### config.mk
export PLATFORM = sky130hd
export DESIGN_NAME = bus_addr_decoder
export DESIGN_NICKNAME = d
export VERILOG_FILES = /design/src/rtl/bus_addr_decoder.sv
export SDC_FILE = /design/constraint.sdc
export NUM_CORES = 1
export LEC_CHECK = 0
export ABC_AREA = 1
export CAP_MARGIN = 25
export CORE_AREA = 2 2 125 127
export DETAILED_ROUTE_END_ITERATION = 10
export DIE_AREA = 0 0 127 129
export HOLD_SLACK_MARGIN = 0.05
export MAX_ROUTING_LAYER = met4
export PLACE_DENSITY_LB_ADDON = 0.15
export SETUP_SLACK_MARGIN = 0.15
export SLEW_MARGIN = 20
export SYNTH_ARGS = -nofsm -noshare
export SYNTH_HDL_FRONTEND = slang
export SYNTH_SLANG_ARGS = --single-unit
### constraint.sdc
create_clock -name clk_i -period 2.11 [get_ports clk_i]
set_clock_uncertainty 0.1 [all_clocks]
set_input_delay 0.422 -clock clk_i [delete_from_list [all_inputs] [get_ports clk_i]]
set_output_delay 0.422 -clock clk_i [all_outputs]
set_load 0.02 [all_outputs]
### src/rtl/bus_addr_decoder.sv
// Single-master to NUM_SLAVES-slave address decoder and in-order response router.
// Requests are steered to the lowest-index matching region. Every granted request
// is remembered in a small routing FIFO so that responses can be matched to their
// slave. Unmapped addresses are answered locally with an error response.
module bus_addr_decoder #(
    parameter int unsigned                  NUM_SLAVES = 4,
    parameter int unsigned                  ADDR_W     = 32,
    parameter int unsigned                  DATA_W     = 32,
    parameter int unsigned                  MAX_OUT    = 2,
    parameter logic [NUM_SLAVES*ADDR_W-1:0] SLAVE_BASE = '0,
    parameter logic [NUM_SLAVES*ADDR_W-1:0] SLAVE_MASK = '0
) (
    input  logic                         clk_i,
    input  logic                         rst_ni,
    input  logic                         m_req_i,
    input  logic                         m_we_i,
    input  logic [DATA_W/8-1:0]          m_be_i,
    input  logic [ADDR_W-1:0]            m_addr_i,
    input  logic [DATA_W-1:0]            m_wdata_i,
    output logic                         m_gnt_o,
    output logic                         m_rvalid_o,
    output logic [DATA_W-1:0]            m_rdata_o,
    output logic                         m_err_o,
    output logic [NUM_SLAVES-1:0]        s_req_o,
    output logic                         s_we_o,
    output logic [DATA_W/8-1:0]          s_be_o,
    output logic [ADDR_W-1:0]            s_addr_o,
    output logic [DATA_W-1:0]            s_wdata_o,
    input  logic [NUM_SLAVES-1:0]        s_gnt_i,
    input  logic [NUM_SLAVES-1:0]        s_rvalid_i,
    input  logic [NUM_SLAVES*DATA_W-1:0] s_rdata_i,
    input  logic [NUM_SLAVES-1:0]        s_err_i,
    output logic                         proto_err_o
);

    localparam int unsigned PTR_W = (MAX_OUT > 1) ? $clog2(MAX_OUT) : 1;
    localparam int unsigned CNT_W = $clog2(MAX_OUT) + 1;
    localparam int unsigned SEL_W = (NUM_SLAVES > 1) ? $clog2(NUM_SLAVES) : 1;

    logic [PTR_W-1:0] wr_ptr_q, wr_ptr_d;
    logic [PTR_W-1:0] rd_ptr_q, rd_ptr_d;
    logic [CNT_W-1:0] count_q, count_d;
    logic [SEL_W-1:0] fifo_sel_q [MAX_OUT];
    logic [SEL_W-1:0] fifo_sel_d [MAX_OUT];
    logic             fifo_unm_q [MAX_OUT];
    logic             fifo_unm_d [MAX_OUT];
    logic             err_pend_q, err_pend_d;
    logic             proto_err_q, proto_err_d;

    logic             mapped;
    logic [SEL_W-1:0] sel;
    logic             full;
    logic             empty;
    logic             push;
    logic             pop;
    logic [SEL_W-1:0] head_sel;
    logic             head_unm;
    logic             head_is_slave;

    assign full          = (count_q == CNT_W'(MAX_OUT));
    assign empty         = (count_q == '0);
    assign head_sel      = fifo_sel_q[rd_ptr_q];
    assign head_unm      = fifo_unm_q[rd_ptr_q];
    assign head_is_slave = !empty && !head_unm;

    assign s_we_o      = m_we_i;
    assign s_be_o      = m_be_i;
    assign s_addr_o    = m_addr_i;
    assign s_wdata_o   = m_wdata_i;
    assign proto_err_o = proto_err_q;

    // Address decode: lowest-index matching region wins
    always_comb begin
        mapped = 1'b0;
        sel    = '0;
        for (int i = NUM_SLAVES - 1; i >= 0; i--) begin
            if ((m_addr_i & SLAVE_MASK[i*ADDR_W +: ADDR_W]) == SLAVE_BASE[i*ADDR_W +: ADDR_W]) begin
                mapped = 1'b1;
                sel    = SEL_W'(i);
            end
        end
    end

    // Request forwarding and grant; a full FIFO blocks everything
    always_comb begin
        s_req_o = '0;
        m_gnt_o = 1'b0;
        if (mapped) begin
            s_req_o[sel] = m_req_i && !full;
            m_gnt_o      = m_req_i && !full && s_gnt_i[sel];
        end else begin
            m_gnt_o = m_req_i && !full;
        end
    end

    // Response steering from the FIFO head back to the master
    always_comb begin
        m_rvalid_o = 1'b0;
        m_rdata_o  = '0;
        m_err_o    = 1'b0;
        if (head_is_slave) begin
            for (int i = 0; i < NUM_SLAVES; i++) begin
                if (head_sel == SEL_W'(i)) begin
                    m_rvalid_o = s_rvalid_i[i];
                    m_rdata_o  = s_rdata_i[i*DATA_W +: DATA_W];
                    m_err_o    = s_err_i[i];
                end
            end
        end else if (!empty && err_pend_q) begin
            m_rvalid_o = 1'b1;
            m_err_o    = 1'b1;
        end
    end

    assign push = m_req_i && m_gnt_o;
    assign pop  = m_rvalid_o;

    // Next-state for routing FIFO, error-pending flag and sticky protocol error
    always_comb begin
        wr_ptr_d   = wr_ptr_q;
        rd_ptr_d   = rd_ptr_q;
        count_d    = count_q;
        fifo_sel_d = fifo_sel_q;
        fifo_unm_d = fifo_unm_q;
        if (push) begin
            fifo_sel_d[wr_ptr_q] = sel;
            fifo_unm_d[wr_ptr_q] = !mapped;
            wr_ptr_d = (wr_ptr_q == PTR_W'(MAX_OUT - 1)) ? '0 : wr_ptr_q + 1'b1;
        end
        if (pop) begin
            rd_ptr_d = (rd_ptr_q == PTR_W'(MAX_OUT - 1)) ? '0 : rd_ptr_q + 1'b1;
        end
        if (push && !pop) begin
            count_d = count_q + 1'b1;
        end else if (pop && !push) begin
            count_d = count_q - 1'b1;
        end
        err_pend_d  = !empty && head_unm && !err_pend_q;
        proto_err_d = proto_err_q;
        for (int i = 0; i < NUM_SLAVES; i++) begin
            if (s_rvalid_i[i] && !(head_is_slave && head_sel == SEL_W'(i))) begin
                proto_err_d = 1'b1;
            end
        end
    end

    // State registers, cleared asynchronously on reset
    always_ff @(posedge clk_i or negedge rst_ni) begin
        if (!rst_ni) begin
            wr_ptr_q    <= '0;
            rd_ptr_q    <= '0;
            count_q     <= '0;
            err_pend_q  <= 1'b0;
            proto_err_q <= 1'b0;
            for (int i = 0; i < MAX_OUT; i++) begin
                fifo_sel_q[i] <= '0;
                fifo_unm_q[i] <= 1'b0;
            end
        end else begin
            wr_ptr_q    <= wr_ptr_d;
            rd_ptr_q    <= rd_ptr_d;
            count_q     <= count_d;
            err_pend_q  <= err_pend_d;
            proto_err_q <= proto_err_d;
            fifo_sel_q  <= fifo_sel_d;
            fifo_unm_q  <= fifo_unm_d;
        end
    end

endmodule

Fig. 1: run 1, zoomed window
Region (85, 87) to (105, 107) um. Cells in gray, sequential cells in the stronger gray; small squares are vias.
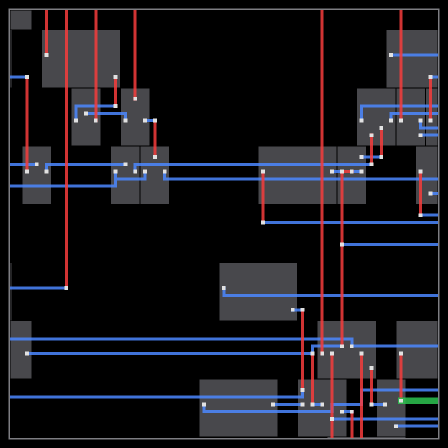
Key: green = M3; blue = M1; red = M2
17 logic cells have their middle in the window. Sequential cells in the window: 0. Most frequent: nand2_1 (7), clkdlybuf4s50_1 (6).

Fig. 2: run 1, met2 routing
Drawn at 3 px/um. Cells faint in the background.
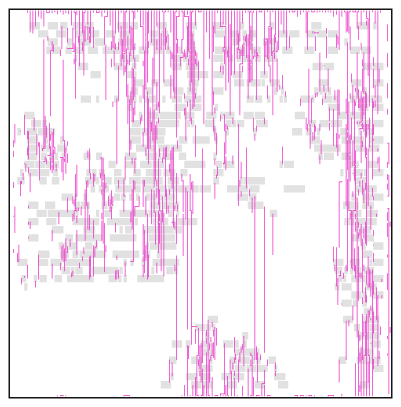
The layer holds 48% of the routed length. The layer carries 5,420 um of wire.
Final Routed Wirelength: 11.2 mm
vias after detailed routing: 2,813
met2 usage: 20.7%

Fig. 3: run 1, wires at chosen ports, followed through buffers
Drawn at 3 px/um.
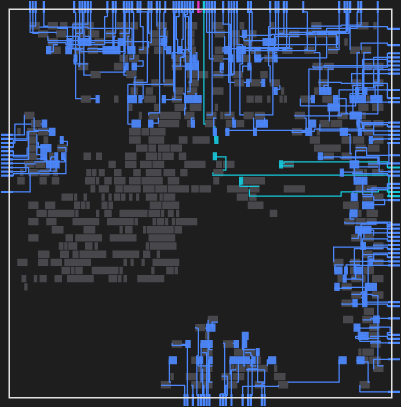
Key: cyan = s_err_i [direction input, edge 3 right, 1 top, end cells 4, buffers 4, wire 222 um]; magenta = m_we_i [direction input, edge top, end cells 0, buffers 0, wire 1.70 um]; blue = s_rdata_i [direction input, edge 56 top, 43 right, 17 bottom, 12 left, end cells 115, buffers 128, wire 3,390 um]
number of buffers inserted by port buffering: 176
number of placed I/O pins: 321

==> report_table.html, run 1 <==
<h2>Implementation results</h2>
<table>
<tr><th>Metric</th><th>Value</th></tr>
<tr><th colspan="2">Outcome</th></tr>
<tr><td>Run status</td><td>finished with violations</td></tr>
<tr><td>Failing checks</td><td>negative setup slack</td></tr>
<tr><th colspan="2">Flow run</th></tr>
<tr><td>Number of maximum-capacitance constraint violations</td><td>0</td></tr>
<tr><th colspan="2">Global routing</th></tr>
<tr><td>Via count of the first global-routing pass</td><td>2,815</td></tr>
<tr><td>Overall routing resource usage</td><td>12.2%</td></tr>
<tr><td>Sum of overflow across all layers after global routing</td><td>0</td></tr>
<tr><th colspan="2">Worst setup path</th></tr>
<tr><td>Setup CP Type</td><td>reg -&gt; out</td></tr>
<tr><td>Slowest Stage Delay on Critical Path</td><td>approximately 0.42 ns</td></tr>
<tr><td>Crit path buf inv count</td><td>6</td></tr>
<tr><td>Required arrival time at the worst endpoint</td><td>1.59 ns</td></tr>
<tr><td>Delay-heaviest family, CP</td><td>buffers and inverters</td></tr>
<tr><td>Library cell appearing most often on the critical path</td><td>sky130_fd_sc_hd__nand2_4</td></tr>
<tr><td>Path depth of the worst reg2reg path</td><td>16</td></tr>
<tr><td>CP Max Fanout</td><td>6</td></tr>
<tr><th colspan="2">Routing</th></tr>
<tr><td>Uppermost routed layer</td><td>met4</td></tr>
<tr><td>Routed Antenna Nets</td><td>0</td></tr>
<tr><td>Mean routed wirelength per cell</td><td>about 16 um</td></tr>
<tr><td>Vias per inst</td><td>between 4 and 5</td></tr>
<tr><th colspan="2">Yosys</th></tr>
<tr><td>Post-Syn Area per Cell</td><td>6.37 sq um</td></tr>
<tr><td>Synthesized registers</td><td>12</td></tr>
<tr><td>Cell type with the largest total area after synthesis</td><td>sky130_fd_sc_hd__buf_4</td></tr>
<tr><td>Post-synthesis instance area</td><td>roughly 0.0023 sq mm</td></tr>
<tr><td>Post-synthesis cell type with the largest instance count</td><td>sky130_fd_sc_hd__nand2_1</td></tr>
<tr><td>Number of instances in the synthesized netlist</td><td>around 360</td></tr>
<tr><th colspan="2">Cells and area</th></tr>
<tr><td>Dominant logic cell type in the layout</td><td>sky130_fd_sc_hd__clkdlybuf4s50_1</td></tr>
<tr><td>Number of fill cells</td><td>roughly 1,600</td></tr>
<tr><td>Relative area change from synthesis to final layout</td><td>105%</td></tr>
<tr><td>Final core utilization</td><td>a little over 30%</td></tr>
<tr><td>Register area</td><td>302 sq um</td></tr>
<tr><td># nets final</td><td>a little over 700</td></tr>
<tr><td>Cell area after layout</td><td>roughly 0.0046 sq mm</td></tr>
<tr><td>Post-layout instance count excluding filler cells</td><td>roughly 700</td></tr>
<tr><th colspan="2">STA</th></tr>
<tr><td>Final period demand of the worst path</td><td>between 2 and 2.5 ns</td></tr>
<tr><td>Rel. slew slack</td><td>between 60% and 70%</td></tr>
<tr><td>PnR worst setup slack</td><td>-0.219 ns</td></tr>
<tr><td>Actual slew at the worst max-slew pin</td><td>0.563 ns</td></tr>
<tr><td>Share of the clock period used by the worst path after layout</td><td>110%</td></tr>
<tr><td>RSZ-0062 raised after global routing</td><td>yes</td></tr>
<tr><td>Number of setup violations in the final report</td><td>36</td></tr>
<tr><th colspan="2">Floorplanning</th></tr>
<tr><td>DIE AREA</td><td>between 0.015 and 0.02 sq mm</td></tr>
<tr><td>Height of the chip</td><td>around 130 um</td></tr>
<tr><td>Initial standard-cell utilization of the core</td><td>roughly 15%</td></tr>
<tr><th colspan="2">Clock network</th></tr>
<tr><td>TritonCTS clock tree</td><td>yes</td></tr>
<tr><td>Maximum count of clock buffers along a single path</td><td>2</td></tr>
<tr><th colspan="2">Power and ir drop</th></tr>
<tr><td>Peak ir drop on the vdd network</td><td>between 0.8 and 0.9 mV</td></tr>
<tr><td>Leakage Power</td><td>approximately 2.1 nW</td></tr>
<tr><th colspan="2">Place</th></tr>
<tr><td>Worst slack, placed</td><td>-0.504 ns</td></tr>
</table>
[run 1: sequential cells by signal (all words and copies together), names as in the netlist]
register,flops
fifo_sel_q,4
count_q,2
fifo_unm_q,2
err_pend_q,1
proto_err_o,1
rd_ptr_q,1
wr_ptr_q,1
[run 1: final timing paths]
path | startpoint | endpoint | slack (ns)
worst min register to register | err_pend_q | err_pend_q | 0.33
worst max-delay path | rd_ptr_q | m_rdata_o[10] | -0.22
worst max register to register | rd_ptr_q | count_q[1] | -0.08
min in group asynchronous | rst_ni | proto_err_o | 0.46
max in group asynchronous | rst_ni | rd_ptr_q | 1.05
worst min-delay path | err_pend_q | err_pend_q | 0.33
[run 1: final cells by class]
| class | count | area share [%] |
|---|---|---|
| Timing Repair Buffer | 233 | 50.6 |
| Clock buffer | 3 | 1.62 |
| Antenna cell | 1 | 0.0539 |
| Multi-Input combinational cell | 223 | 32.3 |
| Tap cell | 188 | 5.07 |
| Timing Repair inverter | 1 | 0.108 |
| Inverter | 35 | 3.75 |
| Sequential cell | 12 | 6.50 |
[run 1: power breakdown]
part	leakage, nW	internal (mW)	switching (mW)
combinational	1.92	3.30	3.57
clock	0.0370	0.246	0.0869
sequential	0.152	0.283	0.0320
[run 1: logic make-up (layout without fill, tap and decap cells)]
kind of cell               count (synthesis)  count (layout)  share of synthesized area (%)
and+or+nand+nor                          137             137                           29.6
buffers and inverters                    122             272                           35.1
AOI/OAI and AO/OA                         79              79                           20.1
DFF                                       12              12                           13.3
xor gates and xnor gates                   3               3                           1.16
adders and majority gates                  1               1                          0.553
other                                      1               4                          0.166
[run 1: timing repair]
item	4_1_cts	5_1_grt
buffers inserted	0	19
pin swaps	0	32
setup endpoints to repair	38	37
resized	138	183
cloned	0	2
==> inputs of run 2 (changes only) <==
Settings changed: ABC_AREA 1 to unset.
Fig. 4: run 2, met2 routing
Drawn at 3 px/um. Cells faint in the background.
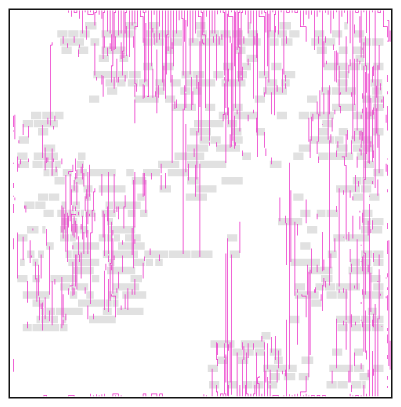
The longest straight run is 68.7 um. The wires run mostly vertical. 508 nets have wire on it. The layer holds 51% of the routed length.
vias after detailed routing: 2,141
met2 usage: 18.5%
Final Routed Wirelength: 9.68 mm

==> run 2 against run 1 <==
Worst hold slack gained 0.057 ns. The flow still finishes with violations (negative setup slack). Critical path type unchanged. Count of clock-buffer cells in the layout grew 1. Non-clock buffer count shrank 14.
==> report_table.html, run 2 <==
<h2>Implementation results</h2>
<table>
<tr><th>Metric</th><th>Value</th></tr>
<tr><th colspan="2">Outcome</th></tr>
<tr><td>Run status</td><td>finished with violations</td></tr>
<tr><td>Failing checks</td><td>negative setup slack</td></tr>
<tr><th colspan="2">Global routing</th></tr>
<tr><td>Sum of overflow across all layers after global routing</td><td>0</td></tr>
<tr><td>Via count of the first global-routing pass</td><td>about 2,300</td></tr>
<tr><td>Overall routing resource usage</td><td>between 10% and 20%</td></tr>
<tr><th colspan="2">Cells and area</th></tr>
<tr><td>Dominant logic cell type in the layout</td><td>sky130_fd_sc_hd__clkdlybuf4s50_1</td></tr>
<tr><td>Post-layout instance count excluding filler cells</td><td>542</td></tr>
<tr><td>Number of inserted diodes</td><td>0</td></tr>
<tr><td>Registers with the most flip-flops</td><td>fifo_sel_q (4), count_q (2), fifo_unm_q (2)</td></tr>
<tr><td>Number of fill cells</td><td>1,532</td></tr>
<tr><td>Relative area change from synthesis to final layout</td><td>97.6%</td></tr>
<tr><td>Register containing the most flip-flops in the final layout</td><td>fifo_sel_q</td></tr>
<tr><td>Max FFs per register</td><td>4</td></tr>
<tr><td>Final core utilization</td><td>between 20% and 30%</td></tr>
<tr><th colspan="2">Worst setup path</th></tr>
<tr><td>First element of the critical path</td><td>rd_ptr_q</td></tr>
<tr><td>End of the worst register-to-register path</td><td>count_q[1]</td></tr>
<tr><td>Setup CP Type</td><td>reg -&gt; out</td></tr>
<tr><td>Capturing element of the worst setup path</td><td>m_rdata_o[2]</td></tr>
<tr><td>Path depth of the worst reg2reg path</td><td>12</td></tr>
<tr><td>R2R Path Start</td><td>rd_ptr_q</td></tr>
<tr><td>Reg-to-reg slack, setup</td><td>-0.28 ns</td></tr>
<tr><th colspan="2">STA</th></tr>
<tr><td>Rel. slew slack</td><td>between 60% and 70%</td></tr>
<tr><td>PnR worst setup slack</td><td>-0.476 ns</td></tr>
<tr><td>Number of setup violations in the final report</td><td>37</td></tr>
<tr><td>Final period demand of the worst path</td><td>about 2.6 ns</td></tr>
<tr><th colspan="2">Power and ir drop</th></tr>
<tr><td>Clock group</td><td>0.381 mW</td></tr>
<tr><td>Leakage Power</td><td>between 1.5 and 2 nW</td></tr>
<tr><td>Peak ir drop on the vdd network</td><td>about 0.47 mV</td></tr>
<tr><td>Total internal power</td><td>roughly 1.9 mW</td></tr>
<tr><td>Switching part of the total power</td><td>a little over a third</td></tr>
<tr><td>Proportion of power drawn by flip-flops and latches</td><td>11.0%</td></tr>
<tr><td>Logic gate share of total power</td><td>75.9%</td></tr>
<tr><th colspan="2">Yosys</th></tr>
<tr><td>Synthesized registers</td><td>12</td></tr>
<tr><td>Post-synthesis instance area</td><td>between 0.002 and 0.0025 sq mm</td></tr>
<tr><td>Post-synthesis cell type with the largest instance count</td><td>sky130_fd_sc_hd__buf_4</td></tr>
<tr><td>Post-Syn Area per Cell</td><td>approximately 11 sq um</td></tr>
<tr><td>Number of instances in the synthesized netlist</td><td>212</td></tr>
<tr><th colspan="2">Routing</th></tr>
<tr><td>Routed Antenna Nets</td><td>0</td></tr>
<tr><td>Mean routed wirelength per cell</td><td>17.9 um</td></tr>
<tr><th colspan="2">Place</th></tr>
<tr><td>Worst slack, placed</td><td>-0.696 ns</td></tr>
<tr><th colspan="2">Floorplanning</th></tr>
<tr><td>Initial standard-cell utilization of the core</td><td>around 15%</td></tr>
<tr><td>Height of the chip</td><td>between 100 and 150 um</td></tr>
<tr><td>Number of placed I/O pins</td><td>321</td></tr>
<tr><th colspan="2">Clock network</th></tr>
<tr><td>TritonCTS clock tree</td><td>yes</td></tr>
<tr><th colspan="2">Min path</th></tr>
<tr><td>Hold path startpoint</td><td>wr_ptr_q</td></tr>
<tr><th colspan="2">Flow run</th></tr>
<tr><td>Number of maximum-capacitance constraint violations</td><td>0</td></tr>
</table>
==> run 2: netlist changes by cell type after synthesis, sizes merged, moves of 13 or more <==
cell / before / now
nand2: 95 / 5
o21ai: 47 / 2
and2: 0 / 40
mux4: 0 / 33
inv: 34 / 2
nand3: 22 / 0
o211ai: 15 / 1
o22ai: 13 / 0
==> run 2: routing by layer <==
layer  up-vias  share of wire, %  wire [um]  track usage (%)
met5         -                 0          0                -
met4         0              0.72         70             2.07
met3        10               8.9        864             3.28
met2       145                51       4970             18.5
met1      1013                39       3780             12.4
li1        973                 -          -                -
==> run 2: kinds of logic after synthesis <==
kind of cell,synth area share (%)
multiplexers,34.9
buffers and inverters,28.4
XOR/XNOR,1.94
adder cells (fa/ha/maj),0.553
flip-flops,13.3
AND/OR/NAND/NOR,16.6
other,0.166
AND-OR/OR-AND,4.15
==> run 2: critical path, stage by stage (launching register included) <==
cell and delay [ns]:
sky130_fd_sc_hd__dfrtp_2 0.44, sky130_fd_sc_hd__nor2b_4 0.07, sky130_fd_sc_hd__a21oi_4 0.17, sky130_fd_sc_hd__buf_6 0.14
sky130_fd_sc_hd__buf_12 0.10, sky130_fd_sc_hd__buf_16 0.12, sky130_fd_sc_hd__mux4_2 0.50, sky130_fd_sc_hd__and2_4 0.15
sky130_fd_sc_hd__buf_6 0.12
==> run 2: final cells by class <==
cell class	count	area [sq um]	area share [%]
clock buffers	4	88.8	1.99
inverters	2	7.51	0.168
multi-input cells	117	1460	32.7
flip-flops and latches	12	302	6.75
well taps	188	235	5.26
repair buffers	219	2370	53.1
==> run 2: timing repair <==
item	4_1_cts	5_1_grt
resized	230	9
pin swaps	4	29
buffers inserted	11	3
endpoints found under the setup margin	39	40
cloned	4	2
No activity file was given, so power comes from the tool's default toggle rates.
